$ cat config.mk
export PLATFORM = sky130hd
export DESIGN_NAME = lbist_ctrl_flat
export DESIGN_NICKNAME = d
export VERILOG_FILES = /design/src/rtl/lbist_ctrl_pkg.sv /design/src/rtl/lbist_ctrl_if.sv /design/src/rtl/lbist_ctrl_counter.sv /design/src/rtl/lbist_ctrl.sv /design/src/flat_wrapper.sv
export SDC_FILE = /design/constraint.sdc
export NUM_CORES = 1
export LEC_CHECK = 0
export ABC_CLOCK_PERIOD_IN_PS = 2300
export CAP_MARGIN = 20
export CORE_MARGIN = 10
export CORE_UTILIZATION = 50
export CTS_CLUSTER_SIZE = 25
export DETAILED_ROUTE_END_ITERATION = 6
export DONT_BUFFER_PORTS = 1
export GPL_ROUTABILITY_DRIVEN = 0
export GPL_TIMING_DRIVEN = 0
export SKIP_LAST_GASP = 1
export SYNTH_ARGS = -nofsm -noshare
export SYNTH_HDL_FRONTEND = slang
export SYNTH_SLANG_ARGS = --single-unit
$ cat constraint.sdc
create_clock -name clk -period 2.3 [get_ports clk]
set_input_delay 0.69 -clock clk [delete_from_list [all_inputs] [get_ports clk]]
set_output_delay 0.69 -clock clk [all_outputs]
set_load 0.02 [all_outputs]
$ cat src/rtl/lbist_ctrl_pkg.sv
// lbist_ctrl_pkg: shared state encoding, default sizes and width helper for the LBIST sequencer
package lbist_ctrl_pkg;
   localparam int DEF_CHAIN_LEN = 20;
   localparam int DEF_NUM_PATTERNS = 100;
   localparam int DEF_SIG_W = 21;
   typedef enum logic [2:0] {
      IDLE    = 3'd0,
      INIT    = 3'd1,
      SHIFT   = 3'd2,
      CAPTURE = 3'd3,
      UNLOAD  = 3'd4,
      COMPARE = 3'd5,
      DONE    = 3'd6
   } state_e;
   function automatic int cnt_w(int max);
      return max > 1 ? $clog2(max) : 1;
   endfunction
endpackage

$ cat src/rtl/lbist_ctrl_if.sv
// lbist_ctrl_if: test-mode controller handshake plus LBIST datapath controls
interface lbist_ctrl_if import lbist_ctrl_pkg::*; #(
   parameter int SIG_W = DEF_SIG_W,
   parameter int PAT_W = $clog2(DEF_NUM_PATTERNS + 1)
);
   logic             start;
   logic             abort;
   logic [SIG_W-1:0] misr_sig;
   logic             pg_init;
   logic             lfsr_en;
   logic             scan_en;
   logic             misr_clr;
   logic             misr_en;
   logic             busy;
   logic             done;
   logic             pass;
   logic [PAT_W-1:0] pat_idx;
   modport master (
      input  start, abort, misr_sig,
      output pg_init, lfsr_en, scan_en, misr_clr, misr_en, busy, done, pass, pat_idx
   );
   modport slave (
      output start, abort, misr_sig,
      input  pg_init, lfsr_en, scan_en, misr_clr, misr_en, busy, done, pass, pat_idx
   );
endinterface

$ cat src/rtl/lbist_ctrl_counter.sv
// lbist_counter: up-counter with clear priority, saturating at MAX, tc flags MAX-1
module lbist_counter #(
   parameter int WIDTH = 1,
   parameter int MAX = 1
) (
   input  logic             clk,
   input  logic             rst_n,
   input  logic             clr,
   input  logic             en,
   output logic [WIDTH-1:0] count,
   output logic             tc
);
   logic [WIDTH-1:0] count_q, count_d;
   always_comb count_d = clr ? '0 : (en && 32'(count_q) != MAX) ? count_q + WIDTH'(1) : count_q;
   always_ff @(posedge clk or negedge rst_n) begin
      if (!rst_n) count_q <= '0;
      else count_q <= count_d;
   end
   assign count = count_q;
   assign tc = 32'(count_q) == MAX - 1;
endmodule

$ cat src/rtl/lbist_ctrl.sv
// lbist_ctrl: sequences LFSR load, capture, unload and MISR signature compare for logic BIST
module lbist_ctrl import lbist_ctrl_pkg::*; #(
   parameter int CHAIN_LEN = DEF_CHAIN_LEN,
   parameter int NUM_PATTERNS = DEF_NUM_PATTERNS,
   parameter int SIG_W = DEF_SIG_W,
   parameter logic [SIG_W-1:0] GOLDEN_SIG = '0
) (
   input  logic         clk,
   input  logic         rst_n,
   lbist_ctrl_if.master bus
);
   localparam int SW = cnt_w(CHAIN_LEN);
   localparam int PW = $clog2(NUM_PATTERNS + 1);
   state_e state_q, state_d;
   logic pass_q, pass_d, clr_all, in_shift, shift_tc, pat_tc;
   logic [SW-1:0] shift_cnt;
   logic [PW-1:0] pat_cnt;
   always_comb begin
      state_d = state_q;
      case (state_q)
         IDLE:    if (bus.start) state_d = INIT;
         INIT:    state_d = SHIFT;
         SHIFT:   if (shift_tc) state_d = CAPTURE;
         CAPTURE: state_d = pat_tc ? UNLOAD : SHIFT;
         UNLOAD:  if (shift_tc) state_d = COMPARE;
         COMPARE: state_d = DONE;
         DONE:    if (bus.start) state_d = INIT;
         default: state_d = IDLE;
      endcase
      if (bus.abort) state_d = IDLE;
      // clearing on entry to INIT means a rerun never shows the stale result
      clr_all = bus.abort || state_d == INIT;
      pass_d = clr_all ? 1'b0 : state_q == COMPARE ? bus.misr_sig == GOLDEN_SIG : pass_q;
   end
   always_ff @(posedge clk or negedge rst_n) begin
      if (!rst_n) begin
         state_q <= IDLE;
         pass_q <= 1'b0;
      end else begin
         state_q <= state_d;
         pass_q <= pass_d;
      end
   end
   assign in_shift = state_q == SHIFT || state_q == UNLOAD;
   lbist_counter #(.WIDTH(SW), .MAX(CHAIN_LEN)) u_shift_cnt (
      .clk(clk), .rst_n(rst_n), .clr(clr_all || (in_shift && shift_tc)), .en(in_shift),
      .count(shift_cnt), .tc(shift_tc)
   );
   lbist_counter #(.WIDTH(PW), .MAX(NUM_PATTERNS)) u_pat_cnt (
      .clk(clk), .rst_n(rst_n), .clr(clr_all), .en(state_q == CAPTURE),
      .count(pat_cnt), .tc(pat_tc)
   );
   assert property (@(posedge clk) disable iff (!rst_n) 32'(shift_cnt) < CHAIN_LEN);
   assign bus.pg_init = state_q == INIT;
   assign bus.misr_clr = state_q == INIT;
   assign bus.lfsr_en = state_q == SHIFT;
   assign bus.scan_en = in_shift;
   // the first load shifts out unknown chain contents, so it is kept out of the MISR
   assign bus.misr_en = (state_q == SHIFT && pat_cnt != '0) || state_q == UNLOAD;
   assign bus.busy = !(state_q inside {IDLE, DONE});
   assign bus.done = state_q == DONE;
   assign bus.pass = pass_q;
   assign bus.pat_idx = pat_cnt;
endmodule
$ cat src/flat_wrapper.sv
// flat-port wrapper written by rule: the top's interface ports become plain ports
module lbist_ctrl_flat import lbist_ctrl_pkg::*;
#(
   parameter int CHAIN_LEN = DEF_CHAIN_LEN,
   parameter int NUM_PATTERNS = DEF_NUM_PATTERNS,
   parameter int SIG_W = DEF_SIG_W,
   parameter logic [SIG_W-1:0] GOLDEN_SIG = '0
)
  (clk, rst_n, bus_start, bus_abort, bus_misr_sig, bus_pg_init, bus_lfsr_en, bus_scan_en, bus_misr_clr, bus_misr_en, bus_busy, bus_done, bus_pass, bus_pat_idx);
  lbist_ctrl_if #(.SIG_W(SIG_W)) bus_i ();
  input  logic clk;
  input  logic rst_n;
  input wire logic [$bits(bus_i.start)-1:0] bus_start;
  input wire logic [$bits(bus_i.abort)-1:0] bus_abort;
  input wire logic [$bits(bus_i.misr_sig)-1:0] bus_misr_sig;
  output wire logic [$bits(bus_i.pg_init)-1:0] bus_pg_init;
  output wire logic [$bits(bus_i.lfsr_en)-1:0] bus_lfsr_en;
  output wire logic [$bits(bus_i.scan_en)-1:0] bus_scan_en;
  output wire logic [$bits(bus_i.misr_clr)-1:0] bus_misr_clr;
  output wire logic [$bits(bus_i.misr_en)-1:0] bus_misr_en;
  output wire logic [$bits(bus_i.busy)-1:0] bus_busy;
  output wire logic [$bits(bus_i.done)-1:0] bus_done;
  output wire logic [$bits(bus_i.pass)-1:0] bus_pass;
  output wire logic [$bits(bus_i.pat_idx)-1:0] bus_pat_idx;
  assign bus_i.start = bus_start;
  assign bus_i.abort = bus_abort;
  assign bus_i.misr_sig = bus_misr_sig;
  assign bus_pg_init = bus_i.pg_init;
  assign bus_lfsr_en = bus_i.lfsr_en;
  assign bus_scan_en = bus_i.scan_en;
  assign bus_misr_clr = bus_i.misr_clr;
  assign bus_misr_en = bus_i.misr_en;
  assign bus_busy = bus_i.busy;
  assign bus_done = bus_i.done;
  assign bus_pass = bus_i.pass;
  assign bus_pat_idx = bus_i.pat_idx;
  lbist_ctrl #(.CHAIN_LEN(CHAIN_LEN), .NUM_PATTERNS(NUM_PATTERNS), .SIG_W(SIG_W), .GOLDEN_SIG(GOLDEN_SIG)) u_core (.clk(clk), .rst_n(rst_n), .bus(bus_i));
endmodule
### Clock wiring as the flow saved it

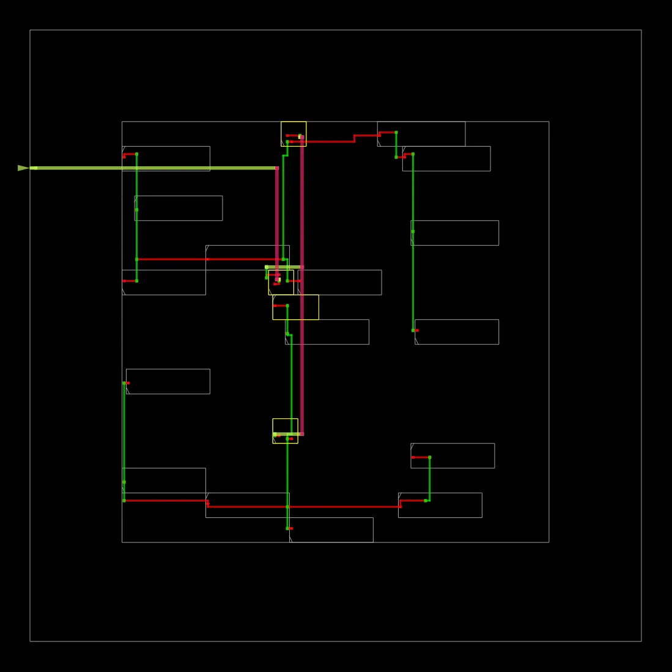
layout clock buffer count: 4
Clk. pwr: 193 uW

### Routed clock nets over the placement

(8 px per um)
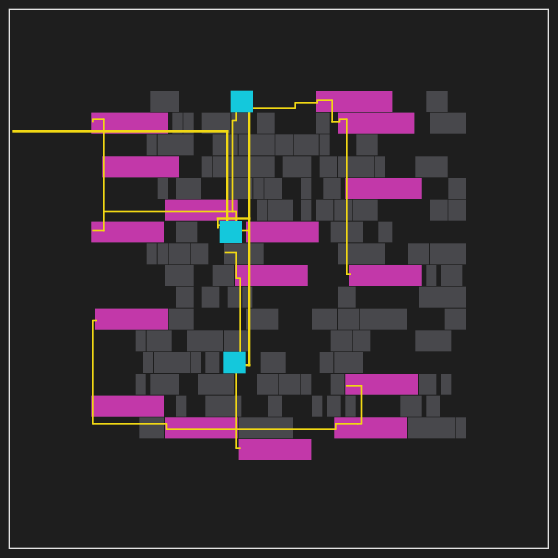
[magenta] flip-flops | count: 16
[yellow] clock wires | length: 256 um
[cyan] cells driving clock nets | count: 3
routed clock nets: 4
Clk pwr share: 0.353
Final Skew: 0.00155 ns
clk_lat worst skew: 0.30 ns

==> results_dict.tcl <==
# implementation run metrics
set metrics [dict create \
    outcome "finished with violations" \
    violations "setup timing" \
    fin_hold_ws_ns 0.0725 \
    common_cells "dfrtp_1 (16), nor2_1 (13), inv_1 (6), nand2_1 (6)" \
    setup.worst_path.end_class "primary output" \
    required_ns 1.61 \
    min_period_over_period 1.01 \
    area_growth_pct 12.2 \
    ys_area_um2 1110 \
    final_common_cell "nor2_1" \
    crit_path_top_delay_cell "or4_4" \
    crit_buf_inv 0 \
    fin_area_um2 1250 \
    drive_above_1_share 0.273 \
    ant_nets 0 \
    cp_top_family "simple AND/OR/NAND/NOR gates" \
    cts_max_level 1 \
    p_per_area_nw_per_um2 437 \
    path_cells "or4_4, o21ai_4, a21oi_4" \
    numCtsBuffers 3 \
    synth_area_per_cell_um2 9.60 \
    antenna_found_initial 0 \
    crit_fanout 6 \
    synth-cells-yosys 116 \
    route.detailed.drc 0 \
    p_total_uw 547 \
    netlist_area_um2 1110 \
    top_cells_by_area "dfrtp_1 (36%), ha_1 (4.5%), nor2_1 (4.4%)" \
    critPathLaunchType "flop" \
    layout_top_cells "nor2_1 (13), dfrtp_1 (11), inv_1 (6), nand2_1 (6)" \
    first_pass_iters 4 \
    antenna-diode-count 0 \
    finalCriticalPeriod_ns 2.32 \
    yosys_most_used_dff "dfrtp_1" \
    cts_root_buf "clkbuf_4" \
    clk_path_buf_depth 2 \
    irDropWorstVdd_v 0.000250 \
    gr-total-overflow 0 \
    criticalPathCategory "reg -> out" \
    max_freq_mhz 432 \
    avgViaCountPerCell 5.87 \
    clkTransAtPathRegs_ns 0.10 \
    io_buffer_count 0 \
    hold_viol_final 0 \
    ys_warn_count 0 \
    grt_pass1_wl_um 4010 \
    n_fill_cell 190 \
    placed_cell_area_um2 1150 \
    drt_wl_total_um 2520 \
    wl_per_cell_um 16.9 \
    grt_max_degree 17 \
    setup_slack_ns -0.0150 \
    grt_pass1_vias 835 \
    clkSinkCount 16 \
    drt_iter0_markers 32 \
    ys_ff 16 \
    warning_count 30 \
    netlist_instances 116 \
    synthArstFlopShare 1.00 \
    top_cell "dfrtp_1" \
    yosysTopAreaCell "dfrtp_1" \
    report.final.slew_viol_count 0 \
    hp-class "in -> async" \
    power.leakage_nw 0.511 \
    rows 17 \
    dr_total_vias 874 \
    worstPathArrival_ns 1.63 \
    die_w_um 67.2 \
    hpwlAfterDp_um 1890 \
    fp.dieH_um 67.2 \
    yosysTopAreaCellShare 0.360 \
    post_synth_num_cell_types 38 \
    cap_violations 0 \
    grt_usage 0.113 \
    ios 40 \
    cts_tree "built" \
    chip_area_um2 4510 \
    synth_seq_share 0.360 \
    edf_count 0 \
    nets 151 \
    rsz0062_at_grt "true" \
    cpPeakStageDelay_ns 0.57 \
    fp_nets 145 \
    finalSetupViolations 1 \
    slew_headroom 0.673 \
    worstMarginPinSlew_ns 0.488 \
]
### Layout detail

Region (21, 21) to (46, 46) um. Cells in gray, sequential cells in the stronger gray; small squares are vias.
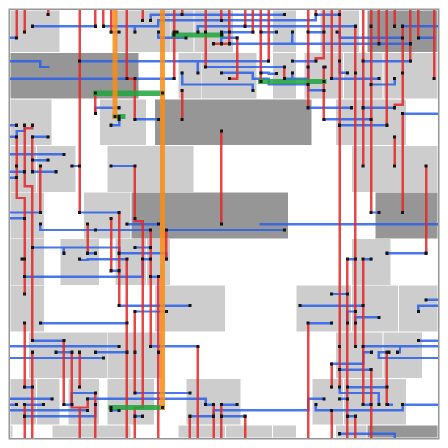
[blue] met1
[green] met3
[orange] met4
[red] met2
most frequent: nand2b_1 (3), dfrtp_1 (3)
cells with their middle in the window: 43
netlist names of flops here include: u_core.u_pat_cnt.count (2), u_core.u_shift_cnt.count (1)
sequential cells in the window: 3

### Cell density map

(4 px per um) The die is cut into 7 by 7 equal tiles; black is low, pale yellow is high, 0 to 100% covered.
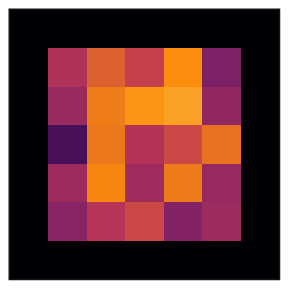
fullest tile: 79%
densest ninth of the die: center
nearly empty tiles: 49%
tiles over 75% full: 6.1%
mean over tiles: 27%
core area: 2170 um2
Init Core Util: 0.513
Finished Core Util: 0.576

## timing repair
item,in CTS,in global routing
pin swaps,2,3
hold buffers,0,0
gates cloned,0,0
gates resized,8,8
buffers inserted,1,0
setup endpoints to repair,2,3
## path summary, 6_finish.rpt
check                                                 start                          end  slack [ns]  cells after the start
worst max-delay path              u_core.u_pat_cnt.count[5]                  bus_misr_en       -0.02                      3
worst min-delay path                                  rst_n    u_core.u_pat_cnt.count[2]        0.07                      0
worst max register to register  u_core.u_shift_cnt.count[0]  u_core.u_shift_cnt.count[1]        0.72                      6
worst min register to register  u_core.u_shift_cnt.count[1]  u_core.u_shift_cnt.count[1]        0.61                      2
max in group asynchronous                             rst_n    u_core.u_pat_cnt.count[1]        2.14                      0
min in group clk                                  bus_abort            u_core.state_q[2]        0.44                      1
## stage by stage
stage / util / setup slack (ns) / TNS (ns) / std cells
global route: 0.576 / -0.0750 / -0.0750 / 149
finish: 0.576 / -0.0150 / -0.0150 / 149
detailed placement: 0.529 / 0.0365 / 0 / 144
floorplan: - / 0.204 / 0 / 116
global placement: 0.529 / 0.0423 / 0 / 144
CTS: 0.563 / -0.150 / -0.150 / 149
## worst reg2reg max path, delay by kind of cell (launching register included)
family / cells / cell delay, ns
AND-OR/OR-AND: 1 / 0.31
adder cells (fa/ha/maj): 1 / 0.18
buffers and inverters: 1 / 0.07
flip-flops: 1 / 0.43
multiplexers: 1 / 0.22
AND/OR/NAND/NOR: 2 / 0.28
## kinds of logic after synthesis
| group | after synthesis | synth area share |
|---|---|---|
| multiplexers | 4 | 0.0360 |
| adder cells (fa/ha/maj) | 4 | 0.0449 |
| buffers and inverters | 13 | 0.0663 |
| XOR/XNOR | 7 | 0.0618 |
| AND-OR/OR-AND | 19 | 0.140 |
| AND/OR/NAND/NOR | 53 | 0.291 |
| flip-flops | 16 | 0.360 |
## flip-flops by register name, summed over array words and instances, names as in the netlist
register and count:
u_core.u_shift_cnt.count 5, u_core.state_q 3, u_core.bus.pass 1, u_core.u_pat_cnt.count 7
## power by group
group          internal [mW]  switching [mW]  leakage, nW
sequential             0.285         0.00497        0.214
clock                 0.0967          0.0962       0.0210
combinational         0.0243          0.0399        0.276
total                  0.406           0.141        0.511
## metal layers
layer,share of wire,up-vias,global-route usage
li1,-,427,-
met1,0.41,399,0.135
met2,0.43,43,0.169
met3,0.13,5,0.0496
met4,0.017,0,0.0538
met5,0,-,0
## cell type report
cell class / count / area, um2 / area share
repair buffers: 1 / 7.51 / 0.00601
multi-input cells: 87 / 684 / 0.548
clock buffers: 4 / 36.3 / 0.0290
plain buffers: 7 / 57.6 / 0.0460
inverters: 6 / 22.5 / 0.0180
flip-flops and latches: 16 / 407 / 0.325
well taps: 28 / 35.0 / 0.0280
No activity file was given, so power comes from the tool's default toggle rates.
